--- src/rtl/instr_dispatch.sv ---
// Fetch/decode/dispatch controller: fetches a 16-bit word at pc, decodes the opcode and
// register fields, pulses the matching executor start, waits for its done and advances pc.
module instr_dispatch #(
  parameter int unsigned PC_W    = 8,
  parameter logic [15:0] OP_MASK = 16'h0080,
  parameter int unsigned TIMEOUT = 255
) (
  input  logic            clk,
  input  logic            reset,
  input  logic            run,
  output logic [PC_W-1:0] imem_addr,
  output logic            imem_req,
  input  logic            imem_valid,
  input  logic [15:0]     imem_data,
  output logic [15:0]     start_vec,
  output logic [5:0]      ri,
  output logic [5:0]      rj,
  input  logic [15:0]     done_vec,
  output logic            busy,
  output logic            halted,
  output logic            err_illegal,
  output logic            err_timeout,
  output logic [PC_W-1:0] pc
);

  typedef enum logic [2:0] {
    S_IDLE     = 3'd0,
    S_FETCH    = 3'd1,
    S_DECODE   = 3'd2,
    S_DISPATCH = 3'd3,
    S_WAIT     = 3'd4,
    S_ADVANCE  = 3'd5,
    S_HALTED   = 3'd6,
    S_ERROR    = 3'd7
  } state_e;

  localparam logic [7:0] TIMEOUT_C = 8'(TIMEOUT);
  localparam logic [3:0] OP_NOP    = 4'h0;
  localparam logic [3:0] OP_HALT   = 4'hF;

  state_e          state_q, state_d;
  logic [PC_W-1:0] pc_q, pc_d;
  logic [15:0]     ir_q, ir_d;
  logic [7:0]      cnt_q, cnt_d;
  logic            ill_q, ill_d;
  logic            to_q, to_d;
  logic            req_q, req_d;
  logic [15:0]     start_q, start_d;
  logic [5:0]      ri_q, ri_d;
  logic [5:0]      rj_q, rj_d;
  logic            busy_q, busy_d;
  logic            halted_q, halted_d;
  logic [3:0]      op_s;

  assign op_s = ir_q[15:12];

  // Next-state, program counter, instruction register and WAIT counter
  always_comb begin
    state_d = state_q;
    pc_d    = pc_q;
    ir_d    = ir_q;
    cnt_d   = cnt_q;
    ill_d   = ill_q;
    to_d    = to_q;
    case (state_q)
      S_IDLE: begin
        if (run) begin
          state_d = S_FETCH;
        end else begin
          state_d = S_IDLE;
        end
      end
      S_FETCH: begin
        if (imem_valid) begin
          ir_d    = imem_data;
          state_d = S_DECODE;
        end else begin
          state_d = S_FETCH;
        end
      end
      S_DECODE: begin
        // NOP and HALT are handled here regardless of OP_MASK
        if (op_s == OP_NOP) begin
          state_d = S_ADVANCE;
        end else if (op_s == OP_HALT) begin
          state_d = S_HALTED;
        end else if (!OP_MASK[op_s]) begin
          state_d = S_ERROR;
          ill_d   = 1'b1;
        end else begin
          state_d = S_DISPATCH;
        end
      end
      S_DISPATCH: begin
        cnt_d   = 8'd0;
        state_d = S_WAIT;
      end
      S_WAIT: begin
        // done is tested first so it wins over a simultaneous timeout
        if (done_vec[op_s]) begin
          state_d = S_ADVANCE;
        end else begin
          cnt_d = cnt_q + 8'd1;
          if (cnt_d == TIMEOUT_C) begin
            state_d = S_ERROR;
            to_d    = 1'b1;
          end else begin
            state_d = S_WAIT;
          end
        end
      end
      S_ADVANCE: begin
        pc_d = pc_q + PC_W'(1);
        if (run) begin
          state_d = S_FETCH;
        end else begin
          state_d = S_IDLE;
        end
      end
      S_HALTED: begin
        state_d = S_HALTED;
      end
      S_ERROR: begin
        state_d = S_ERROR;
      end
      default: begin
        state_d = S_IDLE;
      end
    endcase
  end

  // Output values for the state being entered, so every output comes from a flop
  always_comb begin
    req_d    = 1'b0;
    start_d  = 16'h0000;
    ri_d     = 6'd0;
    rj_d     = 6'd0;
    busy_d   = 1'b0;
    halted_d = 1'b0;
    if (state_d == S_FETCH) begin
      req_d = 1'b1;
    end else begin
      req_d = 1'b0;
    end
    if (state_d == S_DISPATCH) begin
      start_d = 16'h0001 << op_s;
    end else begin
      start_d = 16'h0000;
    end
    if ((state_d == S_DISPATCH) || (state_d == S_WAIT)) begin
      ri_d = ir_q[11:6];
      rj_d = ir_q[5:0];
    end else begin
      ri_d = 6'd0;
      rj_d = 6'd0;
    end
    if ((state_d == S_IDLE) || (state_d == S_HALTED) || (state_d == S_ERROR)) begin
      busy_d = 1'b0;
    end else begin
      busy_d = 1'b1;
    end
    if (state_d == S_HALTED) begin
      halted_d = 1'b1;
    end else begin
      halted_d = 1'b0;
    end
  end

  // State and output registers with synchronous reset
  always_ff @(posedge clk) begin
    if (reset) begin
      state_q  <= S_IDLE;
      pc_q     <= '0;
      ir_q     <= 16'h0000;
      cnt_q    <= 8'd0;
      ill_q    <= 1'b0;
      to_q     <= 1'b0;
      req_q    <= 1'b0;
      start_q  <= 16'h0000;
      ri_q     <= 6'd0;
      rj_q     <= 6'd0;
      busy_q   <= 1'b0;
      halted_q <= 1'b0;
    end else begin
      state_q  <= state_d;
      pc_q     <= pc_d;
      ir_q     <= ir_d;
      cnt_q    <= cnt_d;
      ill_q    <= ill_d;
      to_q     <= to_d;
      req_q    <= req_d;
      start_q  <= start_d;
      ri_q     <= ri_d;
      rj_q     <= rj_d;
      busy_q   <= busy_d;
      halted_q <= halted_d;
    end
  end

  assign imem_addr   = pc_q;
  assign pc          = pc_q;
  assign imem_req    = req_q;
  assign start_vec   = start_q;
  assign ri          = ri_q;
  assign rj          = rj_q;
  assign busy        = busy_q;
  assign halted      = halted_q;
  assign err_illegal = ill_q;
  assign err_timeout = to_q;

endmodule

--- config.mk ---
export PLATFORM = sky130hd
export DESIGN_NAME = instr_dispatch
export DESIGN_NICKNAME = d
export VERILOG_FILES = /design/src/rtl/instr_dispatch.sv
export SDC_FILE = /design/constraint.sdc
export NUM_CORES = 1
export LEC_CHECK = 0
export CELL_PAD_IN_SITES_DETAIL_PLACEMENT = 0
export CELL_PAD_IN_SITES_GLOBAL_PLACEMENT = 1
export CORE_ASPECT_RATIO = 1.4
export CORE_MARGIN = 5
export CORE_UTILIZATION = 34
export CTS_BUF_LIST = sky130_fd_sc_hd__clkbuf_2
export DETAILED_ROUTE_END_ITERATION = 10
export PLACE_DENSITY_LB_ADDON = 0.2
export SYNTH_ARGS = -nofsm -noshare
export SYNTH_HDL_FRONTEND = slang
export SYNTH_SLANG_ARGS = --single-unit
--- constraint.sdc ---
create_clock -name clk -period 1.95 [get_ports clk]
set_input_delay 0.195 -clock clk [delete_from_list [all_inputs] [get_ports clk]]
set_output_delay 0.195 -clock clk [all_outputs]
set_load 0.1 [all_outputs]
Run 1, track usage over the die:
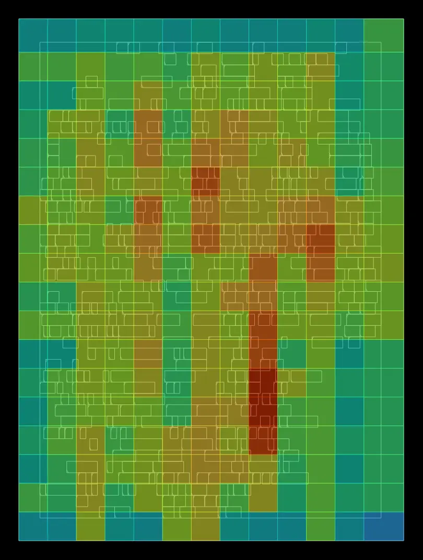
gr busiest metal: met2
routing usage on met2: 0.253
final core utilization: 0.482
GRT Total Usage: 0.152

Run 1, placed cells, one colour a class:
Scale: 3 px per µm. Fill, decap, tap and diode cells in grey.
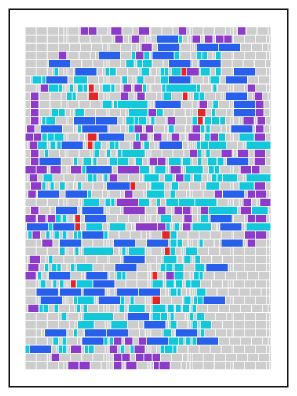
| class | colour | cells | share of their area |
|---|---|---|---|
| remaining buffers and delay cells | purple | 123 | 24% |
| combinational and other logic | cyan | 255 | 41% |
| sequential cells | blue | 69 | 32% |
| clock drivers and dummy loads | red | 16 | 2.2% |
fin area: 4510 µm²
Core ar.: 9350 µm²
FP Rows: 42
Seq/total area: 0.310

==> summary.txt, run 1 <==
run results: outcome=complete, no violations, tool warnings=30, total power=2.74 mW, bufs w/o clock=123, Arr. time, crit path=2.38 ns, Leak=1.67 nW, RR Endpoint=halted, Clock Sinks=69, setup TNS=0 ns, Hold Slack=0.182 ns, Gate Count Post-Synth=356, largest net degree at the start of global routing=38, VDD IR-drop max=0.000346 V, Register Area=1400 µm², die footprint=11600 µm², CP required=2.40 ns, Non-Clock Buffer Area Fraction=0.236, MaxCap Viol Count=0, DRT antenna net count=0, Seq cells post-synth=69, DIE WIDTH=92.4 µm, FF-to-FF setup slack=0.02 ns, Yosys chip area=3230 µm², Setup crit start kind=flip-flop, later-pin clock latency in the skew report=0.53 ns, worst path bufs/invs=1, crit path max fanout=5, Clock Tree Root=clkbuf_2, vias in the first global route=2908, NetSw=889 µW, Signal inverters=21, NumNets Final=497, XOR-XNOR Cells, Area Fraction=0.0244, RR Startpoint=ir_q[14], # diodes=0, crit-path cells=buf_6, mux2_4, a2bb2oi_4, a211o_4, a21o_4, a2111oi_4, via count=2862, TritonCTS buffer count=9, Well Taps=110, comb area leader=simple AND/OR/NAND/NOR gates, Port-buffer cells=84, Unique cell types=62, P_clk=711 µW, hold crit path type=input port to flip-flop, most frequent cells in the layout=buf_4, dfxtp_1, nand2_1, sw frac=0.324, Compound Share, Synth=0.194, post-CTS setup buffers=2, yosys stat cell total=356, Final Hold Fails=0, setup ws final=0.0219 ns, hold wc startpoint=imem_data[9], Hold Path Stages=3, H-tree levels=3, worst slack, placed=-0.114 ns, Basic Gates by Area=0.211, Critical Path Sink=halted, Die Ht=125 µm, DRC violations left=0, R2R cell count=6, power density cells=609 nW/µm², clk buf depth=2, post-cts sizing count=13, fa+ha+maj area frac=0.0116, Mux area share=0.0325, Layout Area Growth over Synthesis=39.6%, global-route wire length before repair=14.2 mm, RSZ-0062 raised after global routing=true
Run 1, gate families picked out:
Scale: 3 px per µm.
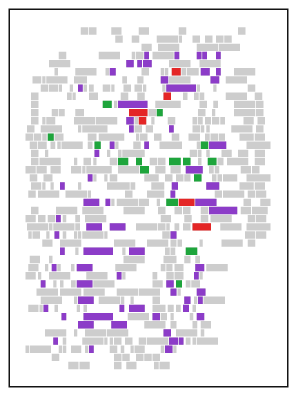
| family | colour | cells | most used |
|---|---|---|---|
| and/or cells | green | 15 | and3_1 |
| aoi and oai cells | purple | 70 | a21oi_1 |
| non-inverting ao/oa cells | red | 6 | o21a_1 |
top logic cell by instance count in the layout: buf_4
Comb/total area: 0.384
Final Non-Filler Cells: 573

[run 1: metal layers]
metal / track usage / part of all wire / vias up / routed length, µm
met3: 0.0361 / 0.060 / 14 / 511
li1: - / - / 1455 / -
met5: 0 / 0 / - / 0
met4: 0.0744 / 0.019 / 0 / 161
met2: 0.253 / 0.52 / 76 / 4400
met1: 0.183 / 0.40 / 1317 / 3430
[run 1: sequential cells by signal, indices dropped and copies added (netlist names), named ones only]
register,flops
halted,1
imem_req,1
rj,6
cnt_q,8
ri,6
state_q,3
err_illegal,1
ir_q,16
imem_addr,8
busy,1
start_vec,16
err_timeout,1
[run 1: Yosys cell counts (all sizes together) (2+ instances only)]
| cell | count | area share |
|---|---|---|
| ha | 3 | 0.012 |
| nand2 | 47 | 0.055 |
| xor2 | 6 | 0.016 |
| nand4 | 8 | 0.015 |
| nor3b | 2 | 0.0062 |
| o211ai | 3 | 0.0070 |
| xnor2 | 3 | 0.0081 |
| mux2i | 9 | 0.028 |
| nand3b | 6 | 0.014 |
| nand3 | 14 | 0.022 |
| o21ai | 7 | 0.011 |
| buf | 17 | 0.045 |
| o21a | 2 | 0.0046 |
| nor3 | 12 | 0.020 |
| nor4 | 3 | 0.0058 |
| a2111oi | 13 | 0.060 |
| dfxtp | 69 | 0.43 |
| inv | 20 | 0.023 |
| and3b | 2 | 0.0054 |
| nor2 | 22 | 0.026 |
| or3 | 2 | 0.0058 |
| clkbuf | 16 | 0.028 |
| o311ai | 3 | 0.0081 |
| a21oi | 26 | 0.040 |
| nand2b | 3 | 0.0058 |
| and3 | 4 | 0.0077 |
| o31ai | 2 | 0.0046 |
| o32ai | 2 | 0.0054 |
| a211oi | 3 | 0.011 |
| a31oi | 6 | 0.012 |
==> run 2: changes to the inputs <==
--- a/config.mk
+++ b/config.mk
@@ -12,6 +12,7 @@
 export CORE_UTILIZATION = 34
 export CTS_BUF_LIST = sky130_fd_sc_hd__clkbuf_2
 export DETAILED_ROUTE_END_ITERATION = 10
+export MAX_ROUTING_LAYER = met4
 export PLACE_DENSITY_LB_ADDON = 0.2
 export SYNTH_ARGS = -nofsm -noshare
 export SYNTH_HDL_FRONTEND = slang
Run 2, cell sizes after repair:
Scale: 3 px per µm.
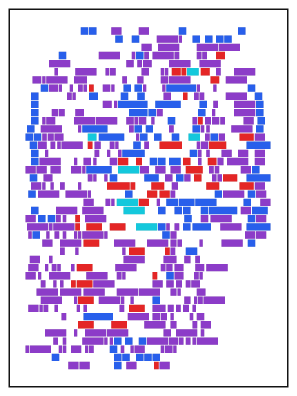
| size | colour | cells | share | most used |
|---|---|---|---|---|
| _6 and larger | cyan | 7 | 1.5% | buf_12 |
| _3 and _4 cells | blue | 106 | 23% | buf_4 |
| _2 cells | red | 43 | 9.3% | a2111oi_2 |
| _0 and _1 cells | purple | 307 | 66% | dfxtp_1 |

==> run 2 against run 1 <==
Register-to-register slack is essentially flat. Highest routed layer unchanged. Final cell count unchanged. Utilization shrank 0.21 points. Total power barely moved. Non-clock buffer count unchanged. Via count is 1.2% higher. Flip-flop count did not move. Combinational power down 0.7%. Global-route usage up 0.46 points. Sequential share of layout area is 0.14 points higher. Die area stayed put. Routed wire length is essentially flat.
==> summary.txt, run 2 <==
run results: outcome=complete, no violations, GRT Total Usage=0.157 (+0.00456), vias in the first global route=2910 (+0.069%), H-tree levels=3 (unchanged), R2R cell count=6 (unchanged), clk buf depth=2 (unchanged), Synth top cells by count=dfxtp_1, nand2_1, a21oi_1, most common cell in the netlist=dfxtp_1, Top cells by area=dfxtp_1, nand2_1, a2111oi_2, via count=2895 (+1.2%), flip-flops with a built-in enable=0, total power=2.74 mW (about the same), DRC violations left=0 (unchanged), CP required=2.40 ns (about the same), DIE WIDTH=92.4 µm (unchanged), RR Endpoint=halted, final core utilization=0.480 (-0.00214), Register Area=1400 µm² (unchanged), most frequent cells in the layout=buf_4, dfxtp_1, nand2_1, cell area after synthesis=3230 µm², largest net degree at the start of global routing=38 (unchanged), TritonCTS buffer count=9 (unchanged), sw frac=0.324 (about the same), Final Non-Filler Cells=573 (unchanged), # IOs=85, element type at the critical path end=flip-flop, yosys stat cell total=356 (unchanged), NetSw=888 µW (about the same), Seq cells post-synth=69 (unchanged), global-route wire length before repair=14.2 mm (unchanged), crit path time final=1.92 ns, fin area=4490 µm² (-0.44%), met3 wire len=491 µm (-3.9%), final period utilization=0.986, post-synth top area cell=dfxtp_1, hold wc startpoint=imem_data[9], Core ar.=9350 µm² (unchanged), Highest Signal Layer=met4, setup ws final=0.0270 ns (+0.00508 ns), top logic cell by instance count in the layout=buf_4, setup TNS=0 ns (unchanged), crit path max fanout=5 (unchanged), Max-area cell share=0.428 (unchanged), met1 wire length=3.49 mm (+1.5%), hold crit path type=input port to flip-flop, Final Hold Fails=0 (unchanged), worst slack, placed=-0.114 ns (unchanged), Yosys chip area=3230 µm² (unchanged), Clock Tree Root=clkbuf_2, Unique cell types=62 (unchanged), crit-path cells=buf_6, mux2_4, a2bb2oi_4, a211o_4, a21o_4, a2111oi_4, RSZ-0062 raised after global routing=true, Gate Count Post-Synth=356 (unchanged), Setup crit start kind=flip-flop, RR Startpoint=ir_q[14], Die Ht=125 µm (unchanged), Overflow after GRT=0, VDD IR-drop max=0.000345 V (-0.13%), Hold Slack=0.179 ns (-0.00290 ns), DR WL met2=4.36 mm (-0.93%), tool warnings=30 (unchanged), Clock Sinks=69 (unchanged), Hold Path Stages=3 (unchanged), # diodes=0 (unchanged), Max stage delay on crit path=0.43 ns, NumNets Final=497 (unchanged), Port-buffer cells=84 (unchanged), Leak=1.67 nW (+0.12%), MaxCap Viol Count=0 (unchanged), highest clock rate=520 MHz, FF-to-FF setup slack=0.03 ns (about the same), die footprint=11600 µm² (unchanged), power density cells=611 nW/µm² (+0.40%), FP Rows=42 (unchanged), Layout Area Growth over Synthesis=39.0%, worst path bufs/invs=1 (unchanged), Arr. time, crit path=2.38 ns (about the same), DRT antenna net count=0 (unchanged), later-pin clock latency in the skew report=0.53 ns (about the same)
[run 2: power groups by stage]
stage	registers, mW	clock network (mW)	logic [mW]
global route	1.48	0.812	0.598
detailed placement	1.50	0	0.499
floorplan	1.57	0	0.234
global placement	1.50	0	0.496
CTS	1.47	0.743	0.522
finish	1.47	0.714	0.556
[run 2: final cells by class]
class / instances / area share
inverter: 21 / 0.0176
clock buffer: 9 / 0.0100
multi-input combinational: 234 / 0.382
timing repair buffer: 123 / 0.237
clock inverter: 7 / 0.0111
sequential: 69 / 0.312
tap: 110 / 0.0307
[run 2: worst max-delay path by stage]
| stage | start | to | slack [ns] | cells past startpoint |
|---|---|---|---|---|
| 6_report | ir_q[14] | halted | 0.03 | 6 |
| 5_1_grt | ir_q[13] | start_vec[5] | -0.05 | 7 |
| 4_1_cts | ir_q[14] | start_vec[3] | -0.01 | 7 |
| 3_5_place_dp | done_vec[2] | start_vec[3] | -0.11 | 7 |
| 3_3_place_gp | done_vec[2] | halted | -0.08 | 6 |
| 2_1_floorplan | ir_q[14] | halted | -0.03 | 7 |
[run 2: kinds of logic after synthesis]
family	count (synthesis)	share of synthesized area
mux	10	0.0325
xor+xnor	9	0.0244
simple gates	134	0.211
other cells	1	0.00116
compound gates	76	0.194
buf+inv	54	0.0976
fa+ha+maj	3	0.0116
flops	69	0.428
[run 2: worst min-delay path: stages]
cell	delay [ns]
clkdlybuf4s50_1	0.39
nand2_1	0.05
a21oi_1	0.05
[run 2: routing by layer]
metal	GRT usage	vias up
li1	-	1456
met2	0.253	85
met3	0.0325	15
met5	-	-
met1	0.185	1339
met4	0.0744	0
[run 2: repair_timing]
item                       4_1_cts  5_1_grt
hold buffers                     1        0
setup buffers                    2        1
gates resized                   13       28
hold endpoints to repair         1        0
setup endpoints to repair       20       23
pin swaps                        3        4
Power figures rest on the tool's default switching activity, not on a simulated workload.
